**src/rtl/roi_pkg.sv**
```systemverilog
// roi_pkg: shared state encoding, default ratios and threshold helper for roi_band_detect.
package roi_pkg;
   typedef enum logic [2:0] {
      IDLE       = 3'd0,
      WAIT_FRAME = 3'd1,
      BEFORE     = 3'd2,
      INSIDE     = 3'd3,
      AFTER      = 3'd4
   } state_t;
   localparam int ENTER_Q_DEF = 3;
   localparam int EXIT_Q_DEF  = 6;
   function automatic logic [31:0] scale_q(input logic [31:0] prev, input logic [31:0] q);
      return (prev * q) >> 2;
   endfunction
endpackage

```
**src/rtl/roi_band_detect_if.sv**
```systemverilog
// roi_band_detect_if: binary pixel stream in, band result and record strobe out.
interface roi_band_detect_if #(
   parameter int X_W = 12,
   parameter int Y_W = 12
);
   logic           iDATA, iDVAL, iFVAL, iARM;
   logic           oRECORD, oDONE;
   logic [Y_W-1:0] oROW_START, oROW_END;
   logic [X_W-1:0] oCOL_MIN, oCOL_MAX;
   logic [2:0]     oSTATE;
   modport master (output iDATA, iDVAL, iFVAL, iARM,
                   input oRECORD, oDONE, oROW_START, oROW_END, oCOL_MIN, oCOL_MAX, oSTATE);
   modport slave (input iDATA, iDVAL, iFVAL, iARM,
                  output oRECORD, oDONE, oROW_START, oROW_END, oCOL_MIN, oCOL_MAX, oSTATE);
endinterface

```
**src/rtl/roi_row_stats.sv**
```systemverilog
// roi_row_stats: per-row longest white run, column index and line-gap boundary detection.
module roi_row_stats #(
   parameter int X_W      = 12,
   parameter int RUN_W    = 10,
   parameter int LINE_GAP = 4
) (
   input  logic             clk,
   input  logic             rst,
   input  logic             clr_i,
   input  logic             flush_i,
   input  logic             data_i,
   input  logic             dval_i,
   output logic             row_done_o,
   output logic [RUN_W-1:0] row_max_o,
   output logic [X_W-1:0]   col_idx_o
);
   localparam int GW = $clog2(LINE_GAP + 2);
   logic [GW-1:0]    gap_q, gap_d;
   logic             seen_q, seen_d;
   logic [RUN_W-1:0] run_q, run_d, max_q, max_d, run_inc;
   logic [X_W-1:0]   col_q, col_d;
   // a valid pixel on the completing cycle keeps the row open
   always_comb begin
      run_inc = &run_q ? run_q : run_q + 1'b1;
      row_done_o = seen_q && !dval_i && (flush_i || gap_q == GW'(LINE_GAP));
      gap_d = dval_i ? '0 : (gap_q == GW'(LINE_GAP + 1) ? gap_q : gap_q + 1'b1);
      seen_d = dval_i || (seen_q && !row_done_o);
      run_d = row_done_o ? '0 : !dval_i ? run_q : data_i ? run_inc : '0;
      max_d = row_done_o ? '0 : (dval_i && data_i && run_inc > max_q) ? run_inc : max_q;
      col_d = row_done_o ? '0 : dval_i ? col_q + 1'b1 : col_q;
   end
   always_ff @(posedge clk or posedge rst)
      if (rst) begin
         gap_q  <= '0;
         seen_q <= 1'b0;
         run_q  <= '0;
         max_q  <= '0;
         col_q  <= '0;
      end else if (clr_i) begin
         gap_q  <= '0;
         seen_q <= 1'b0;
         run_q  <= '0;
         max_q  <= '0;
         col_q  <= '0;
      end else begin
         gap_q  <= gap_d;
         seen_q <= seen_d;
         run_q  <= run_d;
         max_q  <= max_d;
         col_q  <= col_d;
      end
   assign row_max_o = max_q;
   assign col_idx_o = col_q;
endmodule

```
**src/rtl/roi_band_detect.sv**
```systemverilog
// roi_band_detect: finds a band of rows whose longest white run dips below, then recovers above,
// a ratio of the previous row's run; reports row span and white column extent once per frame.
module roi_band_detect import roi_pkg::*; #(
   parameter int X_W      = 12,
   parameter int Y_W      = 12,
   parameter int RUN_W    = 10,
   parameter int LINE_GAP = 4,
   parameter int ENTER_Q  = ENTER_Q_DEF,
   parameter int EXIT_Q   = EXIT_Q_DEF,
   parameter int REARM    = 0
) (
   input logic               iCLK,
   input logic               iRST,
   roi_band_detect_if.slave  bus
);
   localparam int TW = RUN_W + 3;
   state_t           state_q, state_d, mid;
   logic             fval_q, rec_q, done_q;
   logic             active, start, fend, enter, leave, pix, load, row_done;
   logic [Y_W-1:0]   row_q, start_q, start_d, end_q, end_d, ostart_q, oend_q;
   logic [X_W-1:0]   cmin_q, cmin_d, cmax_q, cmax_d, ocmin_q, ocmax_q, col_idx;
   logic [RUN_W-1:0] prev_q, row_max;
   logic [TW-1:0]    enter_thr, exit_thr;
   roi_row_stats #(.X_W(X_W), .RUN_W(RUN_W), .LINE_GAP(LINE_GAP)) u_stats (
      .clk(iCLK), .rst(iRST), .clr_i(!active && !start), .flush_i(fend),
      .data_i(bus.iDATA), .dval_i(bus.iDVAL),
      .row_done_o(row_done), .row_max_o(row_max), .col_idx_o(col_idx)
   );
   assign enter_thr = TW'(scale_q(32'(prev_q), 32'(ENTER_Q)));
   assign exit_thr  = TW'(scale_q(32'(prev_q), 32'(EXIT_Q)));
   // mid is the state after evaluating this cycle's row, before frame-end handling
   always_comb begin
      active = state_q inside {BEFORE, INSIDE, AFTER};
      start = state_q == WAIT_FRAME && bus.iFVAL && !fval_q;
      fend = active && !bus.iFVAL && fval_q;
      enter = row_done && state_q == BEFORE && row_q != '0 && {3'b0, row_max} < enter_thr;
      leave = row_done && state_q == INSIDE && {3'b0, row_max} > exit_thr;
      mid = enter ? INSIDE : leave ? AFTER : state_q;
      pix = state_q == INSIDE && bus.iDVAL && bus.iDATA;
      start_d = enter ? row_q : start_q;
      end_d = leave ? row_q - 1'b1 : (fend && mid == INSIDE) ? (row_done ? row_q : row_q - 1'b1) : end_q;
      cmin_d = enter ? '1 : (pix && col_idx < cmin_q) ? col_idx : cmin_q;
      cmax_d = enter ? '0 : (pix && col_idx > cmax_q) ? col_idx : cmax_q;
      load = fend && mid != BEFORE;
      state_d = fend ? ((REARM != 0 || bus.iARM) ? WAIT_FRAME : IDLE)
              : active ? mid
              : state_q == IDLE ? (bus.iARM ? WAIT_FRAME : IDLE)
              : state_q == WAIT_FRAME ? (start ? BEFORE : WAIT_FRAME) : IDLE;
   end
   // fval_q resets high so a frame already in progress at release is not mistaken for a new one
   always_ff @(posedge iCLK or posedge iRST)
      if (iRST) begin
         state_q  <= IDLE;
         fval_q   <= 1'b1;
         rec_q    <= 1'b0;
         done_q   <= 1'b0;
         row_q    <= '0;
         prev_q   <= '0;
         start_q  <= '0;
         end_q    <= '0;
         cmin_q   <= '0;
         cmax_q   <= '0;
         ostart_q <= '0;
         oend_q   <= '0;
         ocmin_q  <= '0;
         ocmax_q  <= '0;
      end else begin
         state_q <= state_d;
         fval_q  <= bus.iFVAL;
         rec_q   <= !fend && (enter || (rec_q && !leave));
         done_q  <= load;
         start_q <= start_d;
         end_q   <= end_d;
         cmin_q  <= cmin_d;
         cmax_q  <= cmax_d;
         if (!active) begin
            row_q  <= '0;
            prev_q <= '0;
         end else if (row_done) begin
            row_q  <= row_q + 1'b1;
            prev_q <= row_max;
         end
         if (load) begin
            ostart_q <= start_d;
            oend_q   <= end_d;
            ocmin_q  <= cmin_d;
            ocmax_q  <= cmax_d;
         end
      end
   assign bus.oRECORD    = rec_q;
   assign bus.oDONE      = done_q;
   assign bus.oROW_START = ostart_q;
   assign bus.oROW_END   = oend_q;
   assign bus.oCOL_MIN   = ocmin_q;
   assign bus.oCOL_MAX   = ocmax_q;
   assign bus.oSTATE     = state_q;
endmodule

```
**src/flat_wrapper.sv**
```systemverilog
// flat-port wrapper written by rule: the top's interface ports become plain ports
module roi_band_detect_flat import roi_pkg::*;
#(
   parameter int X_W      = 12,
   parameter int Y_W      = 12,
   parameter int RUN_W    = 10,
   parameter int LINE_GAP = 4,
   parameter int ENTER_Q  = ENTER_Q_DEF,
   parameter int EXIT_Q   = EXIT_Q_DEF,
   parameter int REARM    = 0
)
  (iCLK, iRST, bus_iDATA, bus_iDVAL, bus_iFVAL, bus_iARM, bus_oRECORD, bus_oDONE, bus_oROW_START, bus_oROW_END, bus_oCOL_MIN, bus_oCOL_MAX, bus_oSTATE);
  roi_band_detect_if #(.X_W(X_W), .Y_W(Y_W)) bus_i ();
  input logic iCLK;
  input logic iRST;
  input wire logic [$bits(bus_i.iDATA)-1:0] bus_iDATA;
  input wire logic [$bits(bus_i.iDVAL)-1:0] bus_iDVAL;
  input wire logic [$bits(bus_i.iFVAL)-1:0] bus_iFVAL;
  input wire logic [$bits(bus_i.iARM)-1:0] bus_iARM;
  output wire logic [$bits(bus_i.oRECORD)-1:0] bus_oRECORD;
  output wire logic [$bits(bus_i.oDONE)-1:0] bus_oDONE;
  output wire logic [$bits(bus_i.oROW_START)-1:0] bus_oROW_START;
  output wire logic [$bits(bus_i.oROW_END)-1:0] bus_oROW_END;
  output wire logic [$bits(bus_i.oCOL_MIN)-1:0] bus_oCOL_MIN;
  output wire logic [$bits(bus_i.oCOL_MAX)-1:0] bus_oCOL_MAX;
  output wire logic [$bits(bus_i.oSTATE)-1:0] bus_oSTATE;
  assign bus_i.iDATA = bus_iDATA;
  assign bus_i.iDVAL = bus_iDVAL;
  assign bus_i.iFVAL = bus_iFVAL;
  assign bus_i.iARM = bus_iARM;
  assign bus_oRECORD = bus_i.oRECORD;
  assign bus_oDONE = bus_i.oDONE;
  assign bus_oROW_START = bus_i.oROW_START;
  assign bus_oROW_END = bus_i.oROW_END;
  assign bus_oCOL_MIN = bus_i.oCOL_MIN;
  assign bus_oCOL_MAX = bus_i.oCOL_MAX;
  assign bus_oSTATE = bus_i.oSTATE;
  roi_band_detect #(.X_W(X_W), .Y_W(Y_W), .RUN_W(RUN_W), .LINE_GAP(LINE_GAP), .ENTER_Q(ENTER_Q), .EXIT_Q(EXIT_Q), .REARM(REARM)) u_core (.iCLK(iCLK), .iRST(iRST), .bus(bus_i));
endmodule
```
**config.mk**
```make
export PLATFORM = sky130hd
export DESIGN_NAME = roi_band_detect_flat
export DESIGN_NICKNAME = d
export VERILOG_FILES = /design/src/rtl/roi_pkg.sv /design/src/rtl/roi_band_detect_if.sv /design/src/rtl/roi_row_stats.sv /design/src/rtl/roi_band_detect.sv /design/src/flat_wrapper.sv
export SDC_FILE = /design/constraint.sdc
export NUM_CORES = 1
export LEC_CHECK = 0
export CAP_MARGIN = 20
export CELL_PAD_IN_SITES_DETAIL_PLACEMENT = 0
export CELL_PAD_IN_SITES_GLOBAL_PLACEMENT = 2
export CORE_MARGIN = 2
export CORE_UTILIZATION = 42
export CTS_BUF_LIST = sky130_fd_sc_hd__clkbuf_8 sky130_fd_sc_hd__clkbuf_16
export CTS_CLUSTER_SIZE = 28
export DETAILED_ROUTE_END_ITERATION = 7
export PLACE_DENSITY_LB_ADDON = 0.1
export RECOVER_POWER = 25
export SYNTH_ARGS = -nofsm -noshare
export SYNTH_HDL_FRONTEND = slang
export SYNTH_HIERARCHICAL = 1
export SYNTH_SLANG_ARGS = --single-unit
```
**constraint.sdc**
```tcl
create_clock -name iCLK -period 11.4 [get_ports iCLK]
set_clock_uncertainty 0.1 [all_clocks]
set_input_delay 1.14 -clock iCLK [delete_from_list [all_inputs] [get_ports iCLK]]
set_output_delay 1.14 -clock iCLK [all_outputs]
set_load 0.02 [all_outputs]
```
Run 1, drive-strength map:
The bar under the picture is 50 um long.
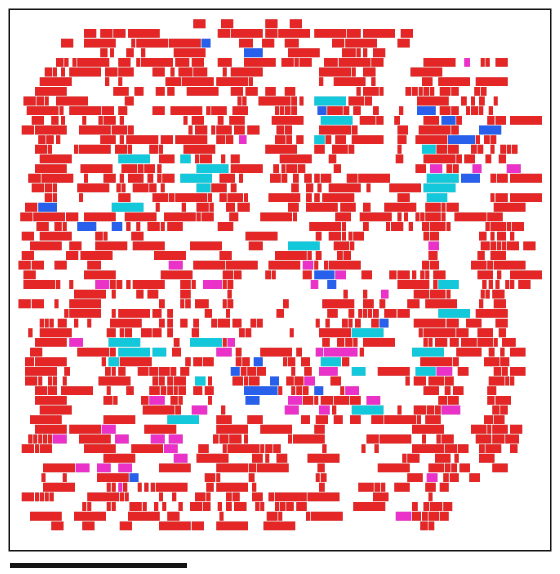
legend:
  drive 1 or less:
    color: red
    cells: 890
  drive 3 to 4:
    color: blue
    cells: 21
  drive 6 and up:
    color: cyan
    cells: 29
  drive 2:
    color: magenta
    cells: 42

Run 1, clock network drawn from the DEF:
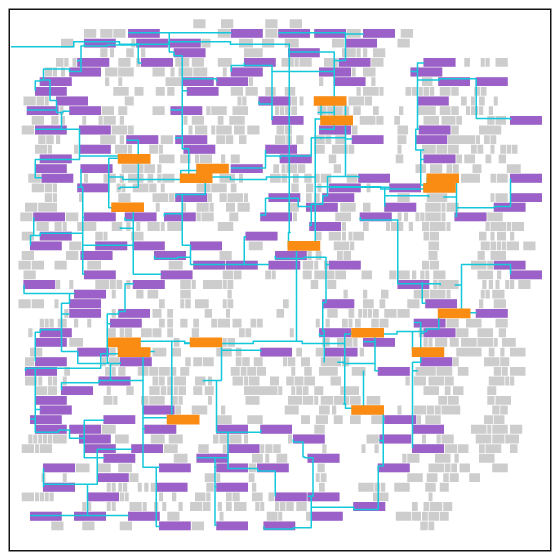
legend:
  cells driving clock nets:
    color: orange
    count: 17
  flip-flops:
    color: purple
    count: 160
  clock wires:
    color: cyan
    length: 2170 um
flops lie: spread over the die
routed clock nets: 18

==> reports/results.ini, run 1 <==
[detailed_routing]
drc_errors = 0
routed_wl_um = 22800
vias = 7023
dr.pass1.iters = 5
drtIter0Drc = 460
wl_met2_um = 10500
wl_per_cell_um = 18.1
via_per_inst = 5.56
dr_wl_met3_um = 696
antenna_left = 0
wl_met1_um = 11400
top_layer = met4

[timing]
slew_headroom_pct = -102
max_freq_ghz = 0.164
final_max_slew_viol_count = 102
finalSetupViolations = 0
fin_crit_sh_pct = 53.5
tns_ns = 0
worst_pin_slew_ns = 3.01
finalHoldViolations = 0

[clocking]
clk_pin_slew_ns = 0.07
clk_path_buf_depth = 2
h-tree-depth = 4
ctsResizeCount = 0
postCtsSetupBuffers = 0

[cells_and_area]
n_antenna_cell = 0
fin_cells = 1262
nets = 1041
layout-drive-gt1-share_pct = 9.37

[synth]
edf_count = 0
async_reset_ff_share_pct = 100
yosysTopAreaCellShare_pct = 43.2
ys_area_um2 = 9210
syn_area_per_cell_um2 = 9.95
yosysWarnings = 6
synth_flops = 160
synth_area_um2 = 9210
xor_share_pct = 2.19
yosys-mux-area-fraction_pct = 8.87
top_logic_kind = AND-OR/OR-AND gates
yosysTopAreaCell = dfrtp_1
yosys_cells = 926
compound_area_share_pct = 16.2
top_cells_by_area = dfrtp_1 43%, ha_1 8.8%, mux2i_1 5.0%
synthCells = 926
synth_cell_types = 85
ys_seq_share_pct = 43.5
simple_gate_area_share_pct = 15.0

[setup_path]
end_kind = flip-flop
arrival_ns = 6.31
crit_required_ns = 11.61
crit_type = primary input to flip-flop
critPathLaunchType = primary input
r2r_cells = 21

[flow_run]
cap_viol_max_count = 2
warnings = 31

[floorplan]
die_y_um = 152
fp-utilization_pct = 42.5
design.die.area_um2 = 23100
io_pins = 59
core-area_um2 = 21700
num_rows = 54

[run_status]
violations = capacitance limit, slew limit
status = finished with violations

[placed_design]
gp_congestion = 0.826
place_area_um2 = 9970
dp.cells = 1230

[global_routing]
grt_max_degree = 65
grt_antenna_before_repair = 0
grt-busiest-layer = met2
grt_use_met1_pct = 29.3
grt_usage_pct = 20.0
grt_overflow_total = 0
grt_pass1_vias = 6928

[power]
power.total_uw = 1770
p_leak_uw = 0.00485
power_density_nw_per_um2 = 168

[hold_path]
whs_path_depth = 2
hp-class = flip-flop to flip-flop

Run 1, clock wiring as the flow saved it:
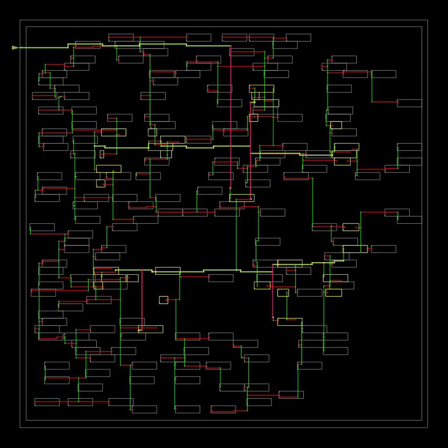
CLK BUF: 17
clock sink total: 160
clk latency late pin: 0.44 ns
Clk. pwr: 566 uW
Inserted Clock Buffers: 17

-- run 1: final cells by class --
cell class / instances / area (um2)
clock buffers: 17 / 425
clock inverters: 15 / 165
fillers: 2004 / 11100
inverters: 56 / 211
multi-input cells: 667 / 4750
flip-flops and latches: 160 / 4010
well taps: 280 / 350
repair buffers: 67 / 644
-- run 1: cells by family after synthesis --
| family | after synthesis |
|---|---|
| simple gates | 289 |
| buf+inv | 99 |
| mux | 76 |
| compound gates | 211 |
| flops | 160 |
| fa+ha+maj | 68 |
| xor+xnor | 23 |
-- run 1: critical path, stage by stage --
cell and delay, ns:
dlygate4sd3_1 0.61, nand2b_1 0.20, or2_2 0.35, inv_1 0.40
a21oi_2 0.14, nor3_4 0.13, buf_4 0.35, inv_1 0.21
nor2_1 0.21, o311ai_4 0.15, nor2_1 0.22, a21oi_2 0.11
a21boi_2 0.17, buf_4 0.27, a21o_1 0.23, buf_4 0.22
inv_2 0.13, buf_4 0.48, o21ai_0 0.20, o32a_1 0.32
-- run 1: cells in the mapped netlist (all sizes together), types with 6 or more instances --
master	count
buf	27
nor3	13
nand2b	8
dfrtp	159
a21o	19
clkbuf	16
nand4	14
o21ai	34
nand3	18
o31ai	7
a31oi	25
ha	65
mux2	30
mux2i	46
o211ai	6
o21a	7
a311oi	6
xnor2	10
nand2	102
a22o	9
nor2	84
inv	56
and3	17
xor2	13
a21oi	53
-- run 1: layout by cell type, fill, tap and decap left out, types with 13 or more instances in the layout --
master / count
dfrtp_1: 159
nand2_1: 102
nor2_1: 83
ha_1: 65
clkdlybuf4s50_1: 56
inv_1: 55
a21oi_1: 51
mux2i_1: 46
o21ai_0: 26
a31oi_1: 24
a21o_1: 19
clkbuf_16: 17
nand3_1: 17
and3_1: 15
mux2_2: 14
xor2_1: 13
nand4_1: 13
-- run 1: power breakdown --
group | leakage (uW) | switching (uW) | internal (uW) | total (uW)
clock | 0.000289 | 272 | 294 | 566
combinational | 0.00244 | 279 | 209 | 489
sequential | 0.00212 | 68.0 | 650 | 718
-- run 1: path summary, 6_finish.rpt --
kind,endpoint,slack (ns),start
max,u_core/bus.oROW_END[0]$_DFFE_PP0P_,5.31,bus_iFVAL
min,u_core/bus.oROW_START[1]$_DFFE_PP0P_,0.38,u_core/bus.oROW_START[1]$_DFFE_PP0P_
max reg2reg,u_core/bus.oROW_END[0]$_DFFE_PP0P_,5.60,u_core/bus.oSTATE[0]$_DFF_PP0_
min reg2reg,u_core/bus.oROW_START[1]$_DFFE_PP0P_,0.38,u_core/bus.oROW_START[1]$_DFFE_PP0P_
max in group asynchronous,u_core/start_q[6]$_DFF_PP0_,7.46,iRST
min in group asynchronous,u_core/u_stats/run_q[1]$_DFFE_PP0P_,1.85,iRST
-- run 1: stage by stage --
stage               hold WS, ns  setup WS, ns  util (%)
finish                    0.376          5.31      48.7
global route              0.403          4.97      48.7
CTS                       0.385          5.48      48.7
detailed placement        0.365          5.07      46.0
global placement          0.362          5.28      46.0
floorplan                 0.368          6.86         -
Run 1, placed cells, one color a class:
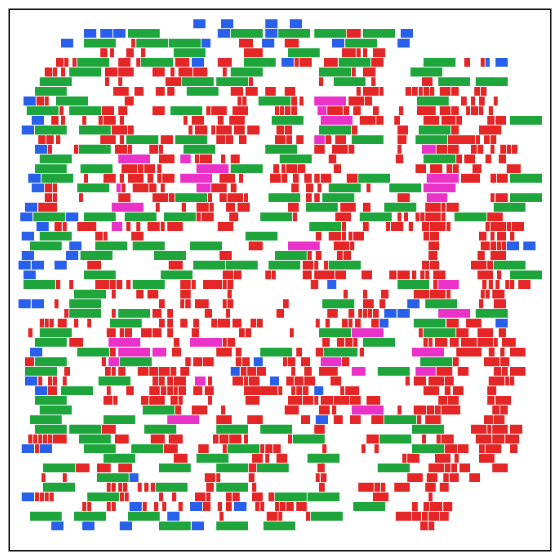

==> run 1 -> run 2 <==
--- a/config.mk
+++ b/config.mk
@@ -9,7 +9,7 @@
 export CELL_PAD_IN_SITES_DETAIL_PLACEMENT = 0
 export CELL_PAD_IN_SITES_GLOBAL_PLACEMENT = 2
 export CORE_MARGIN = 2
-export CORE_UTILIZATION = 42
+export CORE_UTILIZATION = 35
 export CTS_BUF_LIST = sky130_fd_sc_hd__clkbuf_8 sky130_fd_sc_hd__clkbuf_16
 export CTS_CLUSTER_SIZE = 28
 export DETAILED_ROUTE_END_ITERATION = 7
==> constraint.sdc (replaced) <==
create_clock -name iCLK -period 5.03 [get_ports iCLK]
set_clock_uncertainty 0.1 [all_clocks]
set_input_delay 0.503 -clock iCLK [delete_from_list [all_inputs] [get_ports iCLK]]
set_output_delay 0.503 -clock iCLK [all_outputs]
set_load 0.02 [all_outputs]
Run 2, placed cells, one color a class:
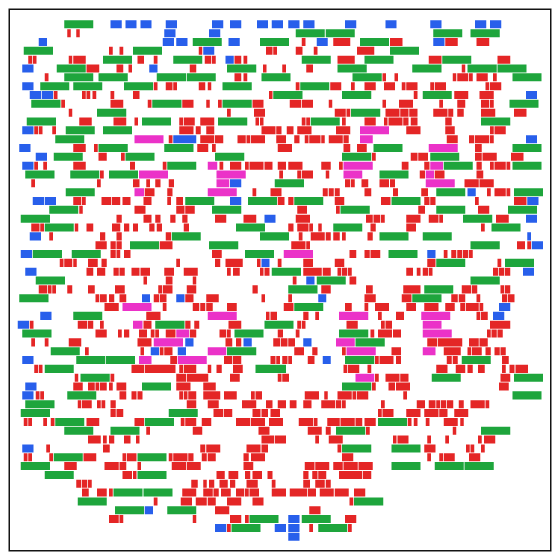
legend:
  clock drivers and dummy loads:
    color: magenta
    cells: 32
    share_of_their_area: 5.9%
  all other logic:
    color: red
    cells: 723
    share_of_their_area: 48%
  other buffers and delay cells:
    color: blue
    cells: 77
    share_of_their_area: 7.1%
  flip-flops:
    color: green
    cells: 160
    share_of_their_area: 39%

==> run 2 against run 1 <==
The run still ends with capacitance limit, slew limit left. Sequential share of layout area shrank 0.68 points. Final cell count grew 5.2%. Sequential cell count is the same. Sequential power grew 120%. Global-route usage shrank 2.2 points. Combinational power grew 140%. Core utilization shrank 7.3 points. Via count shrank 1.7%. Register-to-register slack lost 5.2 ns. Clock power grew 130%. Critical endpoint is now u_core/bus.oROW_END[2]$_DFFE_PP0P_.
==> reports/results.ini, run 2 <==
[run_status]
status = finished with violations  ; unchanged
violations = capacitance limit, slew limit  ; unchanged

[setup_path]
crit_path_top_delay_cell = maj3_2  ; was dlygate4sd3_1
cp-startpoint = u_core/prev_q[1]$_DFFE_PP0P_  ; was bus_iFVAL
crit_required_ns = 5.25  ; was 11.61 ns
path_cells = ha_1, fa_1, a211oi_2, o21ai_0, a21oi_1, xor2_1, ha_1, nand4_1, a21o_1, a31oi_1, maj3_2, maj3_2, and2_1, a31oi_2, o221ai_1, mux2_2  ; was dlygate4sd3_1, nand2b_1, or2_2, inv_1, a21oi_2, nor3_4, buf_4, inv_1, nor2_1, o311ai_4, nor2_1, a21oi_2, a21boi_2, buf_4, a21o_1, buf_4, inv_2, buf_4, o21ai_0, o32a_1
critPathLaunchType = flip-flop  ; was primary input
timing.critical_path.buf_inv = 0  ; was 8
rrSetupSlack_ns = 0.40  ; was 5.60 ns
end_kind = flip-flop  ; unchanged
critPathTopFamily = adder cells  ; was buffers and inverters
r2r-start = u_core/prev_q[1]$_DFFE_PP0P_  ; was u_core/bus.oSTATE[0]$_DFF_PP0_
cpPeakStageDelay_ns = 0.44  ; was 0.61 ns

[detailed_routing]
drc_errors = 0  ; unchanged
drtIter0Drc = 412  ; was 460
vias = 6904  ; was 7023
wl_per_cell_um = 18.1  ; about the same
via_per_inst = 5.20  ; was 5.56
routed_wl_um = 24000  ; was 22800 um

[clocking]
clk_pin_slew_ns = 0.08  ; was 0.07 ns
clock_sinks = 160  ; unchanged
cts-buffers-inserted = 17  ; unchanged
h-tree-depth = 4  ; unchanged
clk_path_buf_depth = 2  ; unchanged
clkLatencyLatePin_ns = 0.43  ; was 0.44 ns
cts_tree = yes  ; unchanged
postCtsSetupBuffers = 0  ; unchanged
ctsResizeCount = 0  ; unchanged

[placed_design]
place_area_um2 = 10100  ; was 9970 um2
dp.cells = 1295  ; was 1230
gp_congestion = 0.779  ; was 0.826

[cells_and_area]
layout-drive-gt1-share_pct = 10.6  ; was 9.37%
nets = 1051  ; was 1041
num-fill-cells = 2600  ; was 2004
layout_top_cell = dfrtp_1  ; unchanged
fin_cells = 1327  ; was 1262
n_antenna_cell = 0  ; unchanged
final_cell_mix = 159 x dfrtp_1, 102 x nand2_1, 83 x nor2_1  ; unchanged

[hold_path]
hold_start = u_core/bus.oROW_START[9]$_DFFE_PP0P_  ; was u_core/bus.oROW_START[1]$_DFFE_PP0P_
hp-class = flip-flop to flip-flop  ; unchanged

[global_routing]
grt_max_degree = 100  ; was 65
grt_use_met1_pct = 25.7  ; was 29.3%
grt_pass1_vias = 6887  ; was 6928
grt_overflow_total = 0  ; unchanged
grt_usage_pct = 17.9  ; was 20.0%
grt_antenna_before_repair = 0  ; unchanged
grt-busiest-layer = met2  ; unchanged

[power]
seqPwrFrac_pct = 39.1  ; was 40.5%
power.internal_uw = 2640  ; was 1150 uW
power.switching_uw = 1440  ; was 620 uW
power_density_nw_per_um2 = 380  ; was 168 nW/um2
swShare_pct = 35.3  ; was 35.0%
comb_power_share_pct = 28.3  ; was 27.6%
p_leak_uw = 0.00492  ; was 0.00485 uW
power_frac_clock_pct = 32.6  ; was 31.9%

[synth]
top_cells_by_count = 159 x dfrtp_1, 102 x nand2_1, 83 x nor2_1  ; unchanged
yosysTopAreaCellShare_pct = 43.2  ; unchanged
yosysTopAreaCell = dfrtp_1  ; unchanged
synth_cell_types = 85  ; unchanged
ys_area_um2 = 9210  ; unchanged
synth.most_common_cell = dfrtp_1  ; unchanged
top_cells_by_area = dfrtp_1 43%, ha_1 8.8%, mux2i_1 5.0%  ; unchanged
ys_seq_share_pct = 43.5  ; unchanged
yosysWarnings = 6  ; unchanged
yosys_cells = 926  ; unchanged
edf_count = 0  ; unchanged
synthCells = 926  ; unchanged
synth_flops = 160  ; unchanged

[timing]
hold_ws_ns = 0.382  ; was 0.376 ns
finalSetupViolations = 0  ; unchanged
tns_ns = 0  ; unchanged
slew_headroom_pct = -49.3  ; was -102%
final_max_slew_viol_count = 137  ; was 102
max_freq_ghz = 0.216
fin_crit_sh_pct = 92.1

[floorplan]
io_pins = 59  ; unchanged
die_y_um = 166  ; was 152 um
fp-utilization_pct = 35.5  ; was 42.5%
core-area_um2 = 26000  ; was 21700 um2
design.die.area_um2 = 27600  ; was 23100 um2

[flow_run]
warnings = 31  ; unchanged
cap_viol_max_count = 2  ; unchanged

[run 2: cell counts after synthesis]
No cell type changed its count.
[run 2: area by class of cell]
cell class              instances  area (um2)  share of cell area (%)
clock inverters                15         183                    1.70
well taps                     335         419                    3.90
flip-flops and latches        160        4010                    37.3
multi-input cells             667        4770                    44.4
clock buffers                  17         425                    3.96
repair buffers                 77         732                    6.81
inverters                      56         214                    1.99
[run 2: final timing paths]
check	end	depth (start not counted)
worst max register to register	u_core/bus.oROW_END[2]$_DFFE_PP0P_	16
worst max-delay path	u_core/bus.oROW_END[2]$_DFFE_PP0P_	16
max in group asynchronous	u_core/u_stats/seen_q$_DFF_PP0_	3
worst min-delay path	u_core/bus.oROW_START[9]$_DFFE_PP0P_	2
min in group asynchronous	u_core/bus.oCOL_MAX[1]$_DFFE_PP0P_	2
worst min register to register	u_core/bus.oROW_START[9]$_DFFE_PP0P_	2
[run 2: logic make-up (layout without fill, tap and decap cells)]
family / count (synthesis) / in the layout / synth area share (%)
AOI/OAI and AO/OA: 211 / 211 / 16.2
adders and majority gates: 68 / 68 / 9.29
muxes: 76 / 76 / 8.87
DFF: 160 / 160 / 43.5
buffers and inverters: 99 / 165 / 5.05
and+or+nand+nor: 289 / 289 / 15.0
xor gates and xnor gates: 23 / 23 / 2.19
[run 2: tightest hold or removal path: cells and delay by family, from the launching register on]
kind | cells | cell delay, ns
simple gates | 2 | 0.10
flops | 1 | 0.35
[run 2: stage by stage]
stage          utilization [%]  total power [uW]  setup WS (ns)
6_report                  41.4              4090          0.396
3_5_place_dp              39.0              2790          0.352
4_1_cts                   41.4              4160          0.336
2_1_floorplan                -              2340          0.879
5_1_grt                   41.4              4330         0.0923
3_3_place_gp              39.0              2800          0.495
[run 2: power by group through the flow]
stage / clock [uW] / sequential [uW] / combinational (uW)
floorplan: 0 / 1730 / 614
global placement: 0 / 1630 / 1170
detailed placement: 0 / 1620 / 1170
CTS: 1380 / 1600 / 1180
global route: 1420 / 1630 / 1280
finish: 1330 / 1600 / 1160
[run 2: metal layers]
layer	wire length, um	up-vias
met2	11100	101
met4	171	0
li1	-	3427
met1	12100	3363
met5	0	-
met3	534	13
Power is estimated from default activity; no workload was simulated.
